File: src/rtl/instr_fetch_unit_if.sv
// Signal bundle for instr_fetch_unit: instruction-memory bus, redirect input and decoder handshake.
interface instr_fetch_unit_if;
    logic        imem_req;
    logic [31:0] imem_addr;
    logic        imem_gnt;
    logic        imem_rvalid;
    logic [31:0] imem_rdata;
    logic        redirect;
    logic [31:0] redirect_pc;
    logic [31:0] Instr;
    logic [31:0] instr_pc;
    logic        instr_valid;
    logic        instr_ready;
    logic        fetch_fault;

    modport master (
        output imem_req, imem_addr,
        input  imem_gnt, imem_rvalid, imem_rdata,
        input  redirect, redirect_pc,
        output Instr, instr_pc, instr_valid,
        input  instr_ready,
        output fetch_fault
    );

    modport slave (
        input  imem_req, imem_addr,
        output imem_gnt, imem_rvalid, imem_rdata,
        output redirect, redirect_pc,
        input  Instr, instr_pc, instr_valid,
        output instr_ready,
        input  fetch_fault
    );
endinterface

File: src/rtl/instr_fetch_unit.sv
// Credit-based instruction prefetcher with redirect flush and stale-response discard.
// Optional misaligned-redirect trap is enabled by defining IFU_MISALIGN_CHECK_EN.
module instr_fetch_unit #(
    parameter logic [31:0] RESET_PC = 32'h0000_0000,
    parameter int unsigned DEPTH    = 4
) (
    input logic                clk,
    input logic                rst_n,
    instr_fetch_unit_if.master bus
);
    localparam int unsigned PTR_W = $clog2(DEPTH);
    localparam int unsigned CNT_W = PTR_W + 1;
    localparam int unsigned SUM_W = CNT_W + 1;

`ifdef IFU_MISALIGN_CHECK_EN
    typedef enum logic [1:0] {ST_BOOT = 2'd0, ST_FETCH = 2'd1, ST_FAULT = 2'd2} state_e;
`else
    typedef enum logic [1:0] {ST_BOOT = 2'd0, ST_FETCH = 2'd1} state_e;
`endif

    state_e             state_q, state_d;
    logic [31:0]        fetch_pc_q, fetch_pc_d;
    logic [31:0]        resp_pc_q, resp_pc_d;
    logic [PTR_W-1:0]   wr_ptr_q, wr_ptr_d;
    logic [PTR_W-1:0]   rd_ptr_q, rd_ptr_d;
    logic [CNT_W-1:0]   count_q, count_d;
    logic [CNT_W-1:0]   outst_q, outst_d;
    logic [CNT_W-1:0]   discard_q, discard_d;
    logic [31:0]        data_mem [DEPTH];
    logic [31:0]        pc_mem   [DEPTH];

    logic               in_fetch, redir, req_c, accept, rsp, live, push, pop, valid_c;
    logic [SUM_W-1:0]   occ;
    logic [31:0]        target;

    assign in_fetch = (state_q == ST_FETCH);
    assign redir    = in_fetch && bus.redirect;
    assign target   = bus.redirect_pc & 32'hFFFF_FFFC;
    // Buffered plus in-flight entries never exceed DEPTH, so every response has a slot.
    assign occ      = SUM_W'(count_q) + SUM_W'(outst_q);
    assign req_c    = in_fetch && !bus.redirect && (occ < SUM_W'(DEPTH));
    assign accept   = req_c && bus.imem_gnt;
    assign rsp      = bus.imem_rvalid && (outst_q != '0);
    assign live     = rsp && (discard_q == '0);
    assign valid_c  = in_fetch && (count_q != '0);
    assign push     = live && !redir;
    assign pop      = valid_c && bus.instr_ready && !redir;

    // Next-state logic
    always_comb begin
        state_d    = state_q;
        fetch_pc_d = fetch_pc_q;
        resp_pc_d  = resp_pc_q;
        wr_ptr_d   = wr_ptr_q;
        rd_ptr_d   = rd_ptr_q;
        count_d    = count_q;
        outst_d    = outst_q;
        discard_d  = discard_q;
        case (state_q)
            ST_BOOT: state_d = ST_FETCH;
            ST_FETCH: begin
                outst_d = outst_q + CNT_W'(accept) - CNT_W'(rsp);
                if (redir) begin
`ifdef IFU_MISALIGN_CHECK_EN
                    if (bus.redirect_pc[1:0] != 2'b00) state_d = ST_FAULT;
`endif
                    fetch_pc_d = target;
                    resp_pc_d  = target;
                    wr_ptr_d   = '0;
                    rd_ptr_d   = '0;
                    count_d    = '0;
                    // Everything still in flight is stale, minus a response landing now.
                    discard_d  = outst_q - CNT_W'(rsp);
                end else begin
                    if (accept) fetch_pc_d = fetch_pc_q + 32'd4;
                    if (push) begin
                        resp_pc_d = resp_pc_q + 32'd4;
                        wr_ptr_d  = wr_ptr_q + PTR_W'(1);
                    end
                    if (pop) rd_ptr_d = rd_ptr_q + PTR_W'(1);
                    count_d = count_q + CNT_W'(push) - CNT_W'(pop);
                    if (rsp && (discard_q != '0)) discard_d = discard_q - CNT_W'(1);
                end
            end
            default: state_d = state_q;
        endcase
    end

    always_ff @(posedge clk or negedge rst_n) begin
        if (!rst_n) begin
            state_q    <= ST_BOOT;
            fetch_pc_q <= RESET_PC;
            resp_pc_q  <= RESET_PC;
            wr_ptr_q   <= '0;
            rd_ptr_q   <= '0;
            count_q    <= '0;
            outst_q    <= '0;
            discard_q  <= '0;
        end else begin
            state_q    <= state_d;
            fetch_pc_q <= fetch_pc_d;
            resp_pc_q  <= resp_pc_d;
            wr_ptr_q   <= wr_ptr_d;
            rd_ptr_q   <= rd_ptr_d;
            count_q    <= count_d;
            outst_q    <= outst_d;
            discard_q  <= discard_d;
        end
    end

    // Prefetch buffer storage; contents are qualified by count_q.
    always_ff @(posedge clk) begin
        if (push) begin
            data_mem[wr_ptr_q] <= bus.imem_rdata;
            pc_mem[wr_ptr_q]   <= resp_pc_q;
        end
    end

    assign bus.imem_req    = req_c;
    assign bus.imem_addr   = fetch_pc_q;
    assign bus.instr_valid = valid_c;
    assign bus.Instr       = valid_c ? data_mem[rd_ptr_q] : 32'h0;
    assign bus.instr_pc    = valid_c ? pc_mem[rd_ptr_q] : 32'h0;
`ifdef IFU_MISALIGN_CHECK_EN
    assign bus.fetch_fault = (state_q == ST_FAULT);
`else
    assign bus.fetch_fault = 1'b0;
`endif
endmodule

File: src/flat_wrapper.sv
// flat-port wrapper written by rule: the top's interface ports become plain ports
module instr_fetch_unit_flat 
#(
    parameter logic [31:0] RESET_PC = 32'h0000_0000,
    parameter int unsigned DEPTH    = 4
)
  (clk, rst_n, bus_imem_req, bus_imem_addr, bus_imem_gnt, bus_imem_rvalid, bus_imem_rdata, bus_redirect, bus_redirect_pc, bus_Instr, bus_instr_pc, bus_instr_valid, bus_instr_ready, bus_fetch_fault);
  instr_fetch_unit_if bus_i ();
  input logic clk;
  input logic rst_n;
  output wire logic [$bits(bus_i.imem_req)-1:0] bus_imem_req;
  output wire logic [$bits(bus_i.imem_addr)-1:0] bus_imem_addr;
  input wire logic [$bits(bus_i.imem_gnt)-1:0] bus_imem_gnt;
  input wire logic [$bits(bus_i.imem_rvalid)-1:0] bus_imem_rvalid;
  input wire logic [$bits(bus_i.imem_rdata)-1:0] bus_imem_rdata;
  input wire logic [$bits(bus_i.redirect)-1:0] bus_redirect;
  input wire logic [$bits(bus_i.redirect_pc)-1:0] bus_redirect_pc;
  output wire logic [$bits(bus_i.Instr)-1:0] bus_Instr;
  output wire logic [$bits(bus_i.instr_pc)-1:0] bus_instr_pc;
  output wire logic [$bits(bus_i.instr_valid)-1:0] bus_instr_valid;
  input wire logic [$bits(bus_i.instr_ready)-1:0] bus_instr_ready;
  output wire logic [$bits(bus_i.fetch_fault)-1:0] bus_fetch_fault;
  assign bus_imem_req = bus_i.imem_req;
  assign bus_imem_addr = bus_i.imem_addr;
  assign bus_i.imem_gnt = bus_imem_gnt;
  assign bus_i.imem_rvalid = bus_imem_rvalid;
  assign bus_i.imem_rdata = bus_imem_rdata;
  assign bus_i.redirect = bus_redirect;
  assign bus_i.redirect_pc = bus_redirect_pc;
  assign bus_Instr = bus_i.Instr;
  assign bus_instr_pc = bus_i.instr_pc;
  assign bus_instr_valid = bus_i.instr_valid;
  assign bus_i.instr_ready = bus_instr_ready;
  assign bus_fetch_fault = bus_i.fetch_fault;
  instr_fetch_unit #(.RESET_PC(RESET_PC), .DEPTH(DEPTH)) u_core (.clk(clk), .rst_n(rst_n), .bus(bus_i));
endmodule
File: config.mk
export PLATFORM = sky130hd
export DESIGN_NAME = instr_fetch_unit_flat
export DESIGN_NICKNAME = d
export VERILOG_FILES = /design/src/rtl/instr_fetch_unit_if.sv /design/src/rtl/instr_fetch_unit.sv /design/src/flat_wrapper.sv
export SDC_FILE = /design/constraint.sdc
export NUM_CORES = 1
export LEC_CHECK = 0
export ABC_AREA = 1
export CAP_MARGIN = 20
export CORE_ASPECT_RATIO = 0.8
export CORE_MARGIN = 4
export CORE_UTILIZATION = 61
export DETAILED_ROUTE_END_ITERATION = 16
export MAX_ROUTING_LAYER = met4
export PLACE_DENSITY_LB_ADDON = 0.3
export SETUP_SLACK_MARGIN = 0.05
export SLEW_MARGIN = 20
export SYNTH_ARGS = -nofsm -noshare
export SYNTH_HDL_FRONTEND = slang
export SYNTH_SLANG_ARGS = --single-unit
File: constraint.sdc
create_clock -name clk -period 9.2 [get_ports clk]
set_input_delay 1.84 -clock clk [delete_from_list [all_inputs] [get_ports clk]]
set_output_delay 1.84 -clock clk [all_outputs]
set_load 0.05 [all_outputs]
==> results.sh <==
# implementation run metrics
export IMPL_postSynthAreaPerCell_um2=9.32
export IMPL_worstSetupPathType="reg -> out"
export IMPL_final_nets=1848
export IMPL_post_route_cell_area_um2=17900
export IMPL_skew_ps=16.6
export IMPL_clock_latency_ps=570
export IMPL_ys_flop_type="edfxtp_1"
export IMPL_end_kind="primary output"
export IMPL_ys_ff=322
export IMPL_n_antenna_cell=0
export IMPL_rsz0062_at_grt="no"
export IMPL_p_leak_nw=6.92
export IMPL_postCtsHoldBufs=0
export IMPL_vdd_drop_max_v=0.000167
export IMPL_hp_class="reg -> reg"
export IMPL_yosysCellCount=1625
export IMPL_ys_area_um2=15100
export IMPL_clkSinkCount=322
export IMPL_synthCells=1625
export IMPL_hold_viol_final=0
export IMPL_placed_area_um2=16900
export IMPL_clock_path_buffers=3
export IMPL_syn_area_um2=15100
export IMPL_via_per_inst=5.63
export IMPL_period_needed_ps=5820
export IMPL_status="complete, no violations"
export IMPL_worstReg2RegStart="u_core.state_q[0]"
export IMPL_ys_seq_share=0.614
export IMPL_min_delay_start="u_core.bus.imem_addr[22]"
export IMPL_grt_overflow=0
export IMPL_clk_pin_slew_ps=60
export IMPL_chipHeight_um=149
export IMPL_grt_pass1_vias=11400
export IMPL_fin_tns_setup_ps=0
export IMPL_cts_root_buf="clkbuf_16"
export IMPL_critPathSlowestCell="clkdlybuf4s50_1"
export IMPL_met1_usage=0.378
export IMPL_power_mw=4.88
export IMPL_grt_util_met2=0.428
export IMPL_drt_first_pass_iters=6
export IMPL_cts_resized=0
export IMPL_power_density_nw_per_um2=273
export IMPL_max_freq_ghz=0.172
export IMPL_die_w_um=184
export IMPL_cp_slowest_stage_delay_ps=840
export IMPL_crit_start="u_core.rd_ptr_q[0]"
export IMPL_htreeDepth=1
export IMPL_die_area_um2=27400
export IMPL_drv_cap=0
export IMPL_edf_count=248
export IMPL_cts_buffers=31
export IMPL_cts_tree="built"
export IMPL_drc_errors=0
export IMPL_cp_arrival_ps=3980
[state kept, by name, indices dropped and copies added, names as in the netlist]
signal,flops
u_core.bus.imem_addr,30
u_core.count_q,3
u_core.data_mem,128
u_core.discard_q,3
u_core.outst_q,3
u_core.pc_mem,120
u_core.rd_ptr_q,2
u_core.resp_pc_q,30
u_core.state_q,1
u_core.wr_ptr_q,2
[final timing paths]
path	to	slack (ps)
hold reg to reg	u_core.bus.imem_addr[22]	590
max in group asynchronous	u_core.rd_ptr_q[0]	6710
hold / removal	u_core.bus.imem_addr[22]	590
setup reg to reg	u_core.data_mem[3][7]	6080
setup / recovery	bus_instr_pc[3]	3380
min in group asynchronous	u_core.bus.imem_addr[26]	1330
[final cells by class]
cell class	count	area [µm²]	area share
well taps	318	398	0.0223
repair buffers	172	1690	0.0945
clock buffers	44	835	0.0467
flip-flops and latches	322	9300	0.521
multi-input cells	1121	5100	0.285
inverters	112	423	0.0237
clock inverters	14	125	0.00700
[worst max-delay path, delay by kind of cell (launching register included)]
family	cells	cell delay, ps
AND-OR/OR-AND	2	480
buffers and inverters	3	2120
flip-flops	1	710
[routing by layer]
| metal | vias up | wire, µm |
|---|---|---|
| met2 | 523 | 17100 |
| met3 | 68 | 3010 |
| met5 | - | 0 |
| met4 | 0 | 827 |
| li1 | 5648 | - |
| met1 | 5603 | 15700 |
[cell usage after synthesis (11+ instances only)]
cell,n,share of area
clkbuf_1,36,0.0089
a21oi_1,105,0.035
o21ai_0,165,0.055
nand2_1,287,0.071
inv_1,103,0.026
buf_2,20,0.0066
nand3_1,39,0.013
ha_1,16,0.013
dfrtp_1,74,0.12
edfxtp_1,248,0.49
o21ai_1,11,0.0036
nor2_2,13,0.0054
nor2_1,417,0.10
[cells by family after synthesis]
| group | Yosys count | share of synthesized area |
|---|---|---|
| buffers and inverters | 186 | 0.0529 |
| adder cells (fa/ha/maj) | 18 | 0.0159 |
| flip-flops | 322 | 0.614 |
| other | 2 | 0.000496 |
| AND-OR/OR-AND | 307 | 0.105 |
| AND/OR/NAND/NOR | 779 | 0.205 |
| XOR/XNOR | 11 | 0.00636 |
[cell usage in the layout, fill, tap and decap left out, drive strengths merged, types with 39 or more instances in the layout]
cell / n
clkbuf: 44
nand2: 295
dfrtp: 74
inv: 113
nor2: 435
clkdlybuf4s50: 160
nand3: 39
a21oi: 113
edfxtp: 248
o21ai: 177
[power by group]
group | leakage, nW | internal (mW) | switching, mW
sequential | 3.10 | 1.82 | 0.265
combinational | 3.36 | 0.494 | 1.09
clock | 0.466 | 0.687 | 0.518
total | 6.92 | 3.00 | 1.88
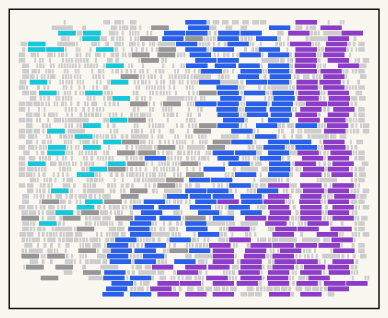
*Sequential cells colored by netlist name*
(2 px per µm) Other sequential cells in the stronger gray, the rest of the logic in the fainter gray.
Key: u_core.data_mem = purple [sequential cells 128]; u_core.pc_mem = blue [sequential cells 120]; u_core.bus.imem_addr = cyan [sequential cells 30]
fin util: 0.733
Sequential Area: 9300 µm²
Seq/total area: 0.521
power in sequential cells: 2.09 mW

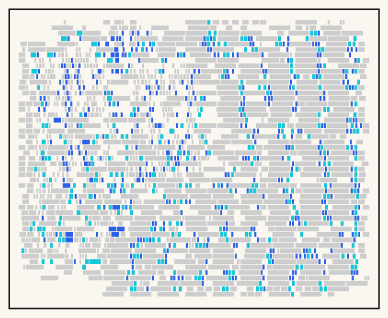
*Gate families picked out*
(2 px per µm)
Key: aoi and oai cells = cyan [cells 307, where all over the die]; nor cells = blue [cells 436, where all over the die]
non-filler cells, final: 2103
logic share of the area: 0.285
most frequent logic cell in the layout: nor2_1

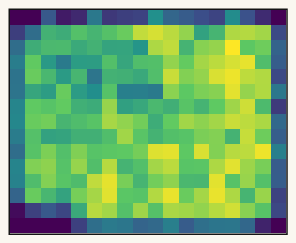
*Placement density heat map*
(1.5 px per µm) 18 x 15 tiles, from dark purple (low) to yellow (high), 0 to 100% covered.
The mean over all tiles is 64%. The fullest tile reaches 100%. 39% of the tiles are over 75% full.
FP Util: 0.621
Core ar.: 24400 µm²

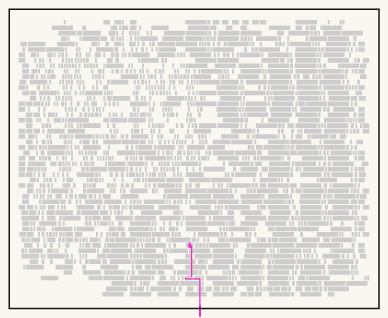
*I/O nets highlighted*
(2 px per µm)
Key: bus_instr_ready = magenta [direction input, edge bottom, end cells 1, buffers 1, wire 39.7 µm]
port buffer count: 161
# IOs: 169

No activity file was given, so power comes from the tool's default toggle rates.
